File: config.mk
export PLATFORM = sky130hd
export DESIGN_NAME = alu_sequencer
export DESIGN_NICKNAME = d
export VERILOG_FILES = /design/src/rtl/alu_sequencer_pkg.sv /design/src/rtl/alu_sequencer_cmd_fifo.sv /design/src/rtl/alu_sequencer.sv
export SDC_FILE = /design/constraint.sdc
export NUM_CORES = 1
export LEC_CHECK = 0
export ABC_CLOCK_PERIOD_IN_PS = 6500
export CORE_MARGIN = 2
export CORE_UTILIZATION = 57
export DETAILED_ROUTE_END_ITERATION = 10
export PLACE_DENSITY_LB_ADDON = 0.05
export SLEW_MARGIN = 20
export SYNTH_ARGS = -nofsm -noshare
export SYNTH_HDL_FRONTEND = slang
export SYNTH_HIERARCHICAL = 1
export SYNTH_SLANG_ARGS = --single-unit
File: constraint.sdc
create_clock -name clk -period 6.5 [get_ports clk]
set_clock_uncertainty 0.05 [all_clocks]
set_input_delay 1.625 -clock clk [delete_from_list [all_inputs] [get_ports clk]]
set_output_delay 1.625 -clock clk [all_outputs]
set_load 0.03 [all_outputs]
File: src/rtl/alu_sequencer_pkg.sv
// Shared widths and FSM encoding for the ALU sequencer, the pin wrapper and the alu.
package alu_sequencer_pkg;
    localparam int DATA_W_DEF  = 4;
    localparam int OP_W_DEF    = 3;
    localparam int RES_W_DEF   = 8;
    localparam int DEPTH_DEF   = 4;
    localparam int ALU_LAT_DEF = 1;

    localparam logic [1:0] ST_IDLE   = 2'd0;
    localparam logic [1:0] ST_ISSUE  = 2'd1;
    localparam logic [1:0] ST_WAIT   = 2'd2;
    localparam logic [1:0] ST_RESULT = 2'd3;
endpackage

File: src/rtl/alu_sequencer_cmd_fifo.sv
// Register FIFO holding packed {opcode, a, b, chain} host commands.
module seq_cmd_fifo #(
    parameter int WIDTH = 12,
    parameter int DEPTH = 4
)(
    input  logic             clk,
    input  logic             rst_n,
    input  logic             push,
    input  logic             pop,
    input  logic [WIDTH-1:0] din,
    output logic             full,
    output logic             empty,
    output logic [WIDTH-1:0] head
);
    localparam int AW = $clog2(DEPTH);
    localparam logic [AW:0] CNT_FULL = (AW+1)'(DEPTH);

    logic [DEPTH-1:0][WIDTH-1:0] mem;
    logic [AW-1:0] wr_ptr, rd_ptr;
    logic [AW:0]   count;
    logic          do_push, do_pop;

    assign full    = (count == CNT_FULL);
    assign empty   = (count == '0);
    assign head    = mem[rd_ptr];
    assign do_push = push && !full;
    assign do_pop  = pop && !empty;

    always_ff @(posedge clk) begin
        if (do_push) mem[wr_ptr] <= din;
    end

    // DEPTH is a power of two, so pointers wrap by plain overflow.
    always_ff @(posedge clk or negedge rst_n) begin
        if (!rst_n) begin
            wr_ptr <= '0;
            rd_ptr <= '0;
            count  <= '0;
        end else begin
            if (do_push) wr_ptr <= wr_ptr + 1'b1;
            if (do_pop)  rd_ptr <= rd_ptr + 1'b1;
            if (do_push && !do_pop)      count <= count + 1'b1;
            else if (do_pop && !do_push) count <= count - 1'b1;
        end
    end
endmodule

File: src/rtl/alu_sequencer.sv
// Sequences queued host commands through the shared ALU and streams results back.
module alu_sequencer
    import alu_sequencer_pkg::*;
#(
    parameter int DATA_W  = DATA_W_DEF,
    parameter int OP_W    = OP_W_DEF,
    parameter int RES_W   = RES_W_DEF,
    parameter int DEPTH   = DEPTH_DEF,
    parameter int ALU_LAT = ALU_LAT_DEF
)(
    input  logic              clk,
    input  logic              rst_n,
    input  logic              cmd_valid,
    output logic              cmd_ready,
    input  logic [OP_W-1:0]   cmd_op,
    input  logic [DATA_W-1:0] cmd_a,
    input  logic [DATA_W-1:0] cmd_b,
    input  logic              cmd_chain,
    output logic              alu_en,
    output logic [OP_W-1:0]   alu_opcode,
    output logic [DATA_W-1:0] alu_in_1,
    output logic [DATA_W-1:0] alu_in_2,
    input  logic [RES_W-1:0]  alu_out,
    output logic              res_valid,
    input  logic              res_ready,
    output logic [RES_W-1:0]  res_data,
    output logic              busy,
    output logic [7:0]        done_cnt
);
    localparam int CMD_W = OP_W + 2*DATA_W + 1;
    localparam int WC_W  = (ALU_LAT > 1) ? $clog2(ALU_LAT) : 1;

    logic [1:0]        state;
    logic [WC_W-1:0]   wait_cnt;
    logic [CMD_W-1:0]  head;
    logic              full, empty, pop;
    logic [DATA_W-1:0] last_res;
    logic [DATA_W-1:0] mux_a;
    logic [RES_W-1:0]  res_q;

    seq_cmd_fifo #(.WIDTH(CMD_W), .DEPTH(DEPTH)) u_fifo (
        .clk   (clk),
        .rst_n (rst_n),
        .push  (cmd_valid),
        .pop   (pop),
        .din   ({cmd_op, cmd_a, cmd_b, cmd_chain}),
        .full  (full),
        .empty (empty),
        .head  (head)
    );

    // Chained commands take operand A from the previous result as it stands at pop time.
    assign mux_a = head[0] ? last_res : head[2*DATA_W:DATA_W+1];
    assign pop   = !empty && ((state == ST_IDLE) || (state == ST_RESULT && res_ready));

    assign cmd_ready = !full;
    assign alu_en    = (state == ST_ISSUE);
    assign res_valid = (state == ST_RESULT);
    assign res_data  = res_q;
    assign busy      = (state != ST_IDLE) || !empty;

    always_ff @(posedge clk or negedge rst_n) begin
        if (!rst_n) begin
            state      <= ST_IDLE;
            wait_cnt   <= '0;
            alu_opcode <= '0;
            alu_in_1   <= '0;
            alu_in_2   <= '0;
            last_res   <= '0;
            res_q      <= '0;
            done_cnt   <= '0;
        end else begin
            if (pop) begin
                alu_opcode <= head[CMD_W-1:2*DATA_W+1];
                alu_in_1   <= mux_a;
                alu_in_2   <= head[DATA_W:1];
            end
            case (state)
                ST_IDLE: if (!empty) state <= ST_ISSUE;
                ST_ISSUE: begin
                    wait_cnt <= WC_W'(ALU_LAT - 1);
                    state    <= ST_WAIT;
                end
                ST_WAIT: begin
                    if (wait_cnt == '0) begin
                        res_q    <= alu_out;
                        last_res <= alu_out[DATA_W-1:0];
                        state    <= ST_RESULT;
                    end else begin
                        wait_cnt <= wait_cnt - 1'b1;
                    end
                end
                default: begin
                    if (res_ready) begin
                        done_cnt <= done_cnt + 8'd1;
                        state    <= empty ? ST_IDLE : ST_ISSUE;
                    end
                end
            endcase
        end
    end
endmodule

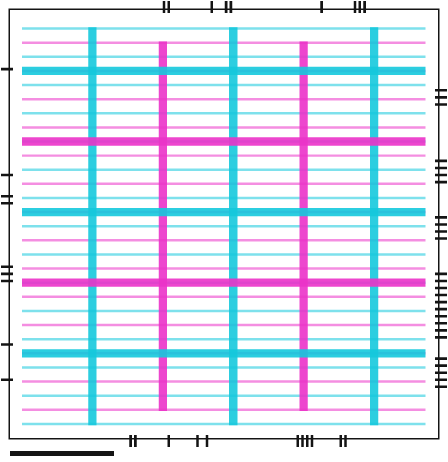
(PDN straps and rails)
The bar under the picture is 20 µm long. Pins as bars on the die edge.
VDD -> magenta
VSS -> cyan
met1 rails = 29
met4 straps = 5
signal pins = 55
met5 straps = 5

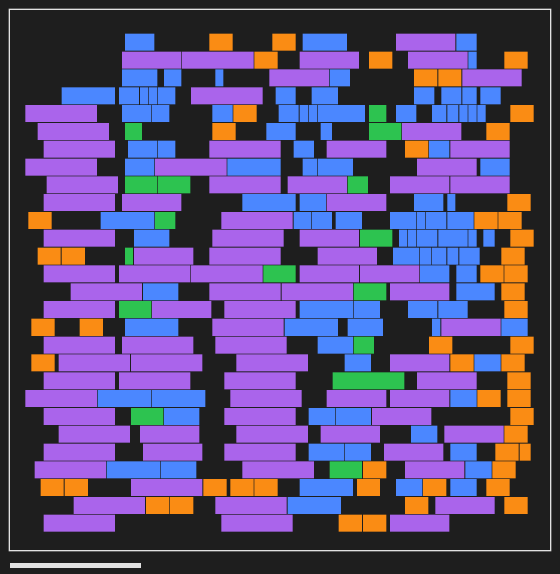
(placed cells, one colour a class)
The bar under the picture is 20 µm long.
other buffers and delay cells -> orange  # cells 54
clock drivers and dummy loads -> green  # cells 16
all other logic -> blue  # cells 100
flip-flops -> purple  # cells 84

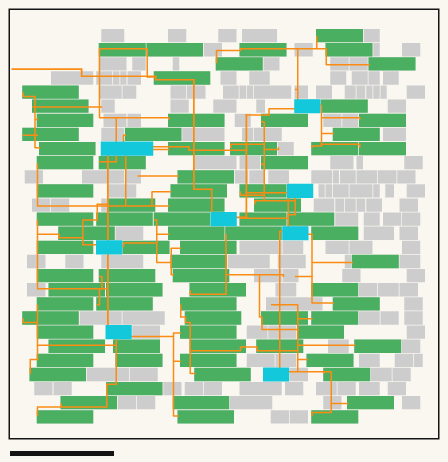
(clock wires, drivers and flops)
The bar under the picture is 20 µm long.
flip-flops -> green  # count 84
cells driving clock nets -> cyan  # count 9
clock wires -> orange  # length 881 µm
routed clock nets = 10

==> results_dict.tcl <==
# yosys + openroad results
set metrics [dict create \
    drc 0 \
    ys_sh_simple_pct 4.565 \
    synth.cell_area_um2 3508 \
    cts_buffers 9 \
    cp-start-kind "flop" \
    powerDensity_nw_per_um2 510.8 \
    timing.fmax_mhz 253.1 \
    layout.cells.most_common_list "clkdlybuf4s50_1, edfxtp_1, dfrtp_1" \
    coreArea_um2 5921 \
    synth_seq_share_pct 66.76 \
    insertion_delay_ps 350 \
    synthArstFlopShare_pct 42.86 \
    hold_viol_final 0 \
    finalPower_uw 2186 \
    max_stage_delay_ps 650 \
    antenna_found_initial 0 \
    final_nets 285 \
    cp.required_ps 4830 \
    finalSetupTns_ps 0 \
    stdcell_count 329 \
    synth.distinct_cells 32 \
    fp.dieW_um 82.46 \
    root_buffer "clkbuf_8" \
    slew_violations 0 \
    warning_count 33 \
    post_cts_buffers 0 \
    area_growth_pct 21.97 \
    avgSynthCellArea_um2 18.47 \
    logic_family "multiplexers" \
    synth_nets 226 \
    drt_iter0_drc 99 \
    crit_fanout 5 \
    slew-limit-headroom_pct 39.05 \
    grt_pass1_vias 1849 \
    antenna_cells 0 \
    path_clk_slew_ps 80 \
    dieHeight_um 82.46 \
    wl_per_cell_um 17.54 \
    worstMarginPinSlew_ps 914.2 \
    grt_pass1_wl_mm 8.776 \
    aoi_share_pct 1.106 \
    cts-hold-fix-buffers 0 \
    dp_slack_ps 2395 \
    critPathCaptureType "primary output" \
    layout.cells.most_common "clkdlybuf4s50_1" \
    grt_max_degree 37 \
    die_area_um2 6799 \
    pin_count 55 \
    cts_tree "done" \
    clock_path_buffers 2 \
    crit_family "simple AND/OR/NAND/NOR gates" \
    setup_violations 0 \
    netlist_instances 190 \
    detail-route-antenna-nets 0 \
    min_path_type "reg -> reg" \
    grt_usage_pct 18.49 \
    edf_count 48 \
    cap_violations 0 \
    yosys_area_um2 3508 \
    finalWorstSetupSlack_ps 2549 \
    xor_share_pct 3.245 \
    cp_cell_sequence "nor3_1 > nand2_1 > clkdlybuf4s50_1" \
    finalClockPeriodUsage_pct 60.79 \
    dr_total_vias 1812 \
    fin_hold_ws_ps 433.8 \
    common_cells "edfxtp_1, dfrtp_1, mux2_2" \
    cts_sinks 84 \
    rsz0062_at_grt "false" \
    fill_cells 357 \
    place_congestion 0.7452 \
    port_buffers 54 \
    status "finished, final reports clean" \
]
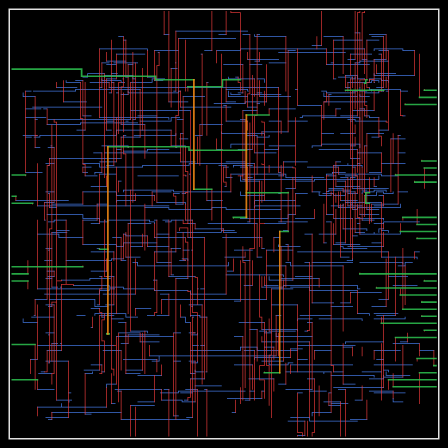
(metal layers overlaid)
met2 -> red  # wire length 2930 µm
met4 -> orange  # wire length 104 µm
met3 -> green  # wire length 289 µm
met1 -> blue  # wire length 2450 µm

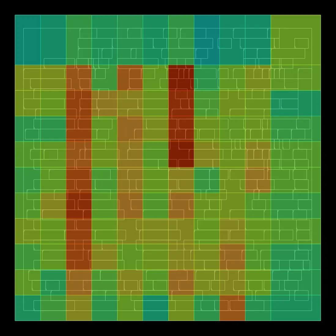
(congestion heat map)
met2 Usage GRT: 31.37%
final core occ: 72.27%
met1 Usage GRT: 22.20%

where the power goes:
group,switching [µW],internal (µW)
registers,142,743
logic,445,486
clock network,188,182
total,775,1410
sequential cells by signal, indices dropped and copies added, names as in the netlist:
name	count
alu_in_1	4
alu_opcode	3
u_fifo/wr_ptr	2
last_res	3
u_fifo/rd_ptr	2
alu_in_2	4
state	2
done_cnt	8
u_fifo/mem	48
u_fifo/count	3
res_data	5
routing by layer:
metal	up-vias	global-route usage (%)	part of all wire (%)
met2	52	31.37	51
met4	0	9.500	1.8
li1	823	-	-
met5	-	0	0
met1	926	22.20	42
met3	11	4.130	5.0
area by class of cell:
type / instances / area (µm²) / share of cell area (%)
Inverter: 7 / 26.28 / 0.6140
Timing Repair Buffer: 54 / 535.5 / 12.51
Multi-Input combinational cell: 93 / 1082 / 25.29
Clock buffer: 10 / 127.6 / 2.982
Tap cell: 75 / 93.84 / 2.193
Clock inverter: 6 / 71.32 / 1.667
Sequential cell: 84 / 2342 / 54.74
path summary, 6_finish.rpt:
kind / startpoint / endpoint / slack, ps / cells past startpoint
max: u_fifo/count[0] / busy / 2550 / 3
min: done_cnt[7] / done_cnt[7] / 430 / 1
max reg2reg: u_fifo/count[0] / u_fifo/count[2] / 3820 / 9
min reg2reg: done_cnt[7] / done_cnt[7] / 430 / 1
max in group asynchronous: rst_n / alu_in_2[0] / 4480 / 1
min in group asynchronous: rst_n / res_data[6] / 1350 / 1
logic make-up after synthesis:
logic type	count (synthesis)
DFF	84
muxes	39
buffers and inverters	13
adders and majority gates	12
and+or+nand+nor	25
xor gates and xnor gates	13
AOI/OAI and AO/OA	4
No activity file was given, so power comes from the tool's default toggle rates.
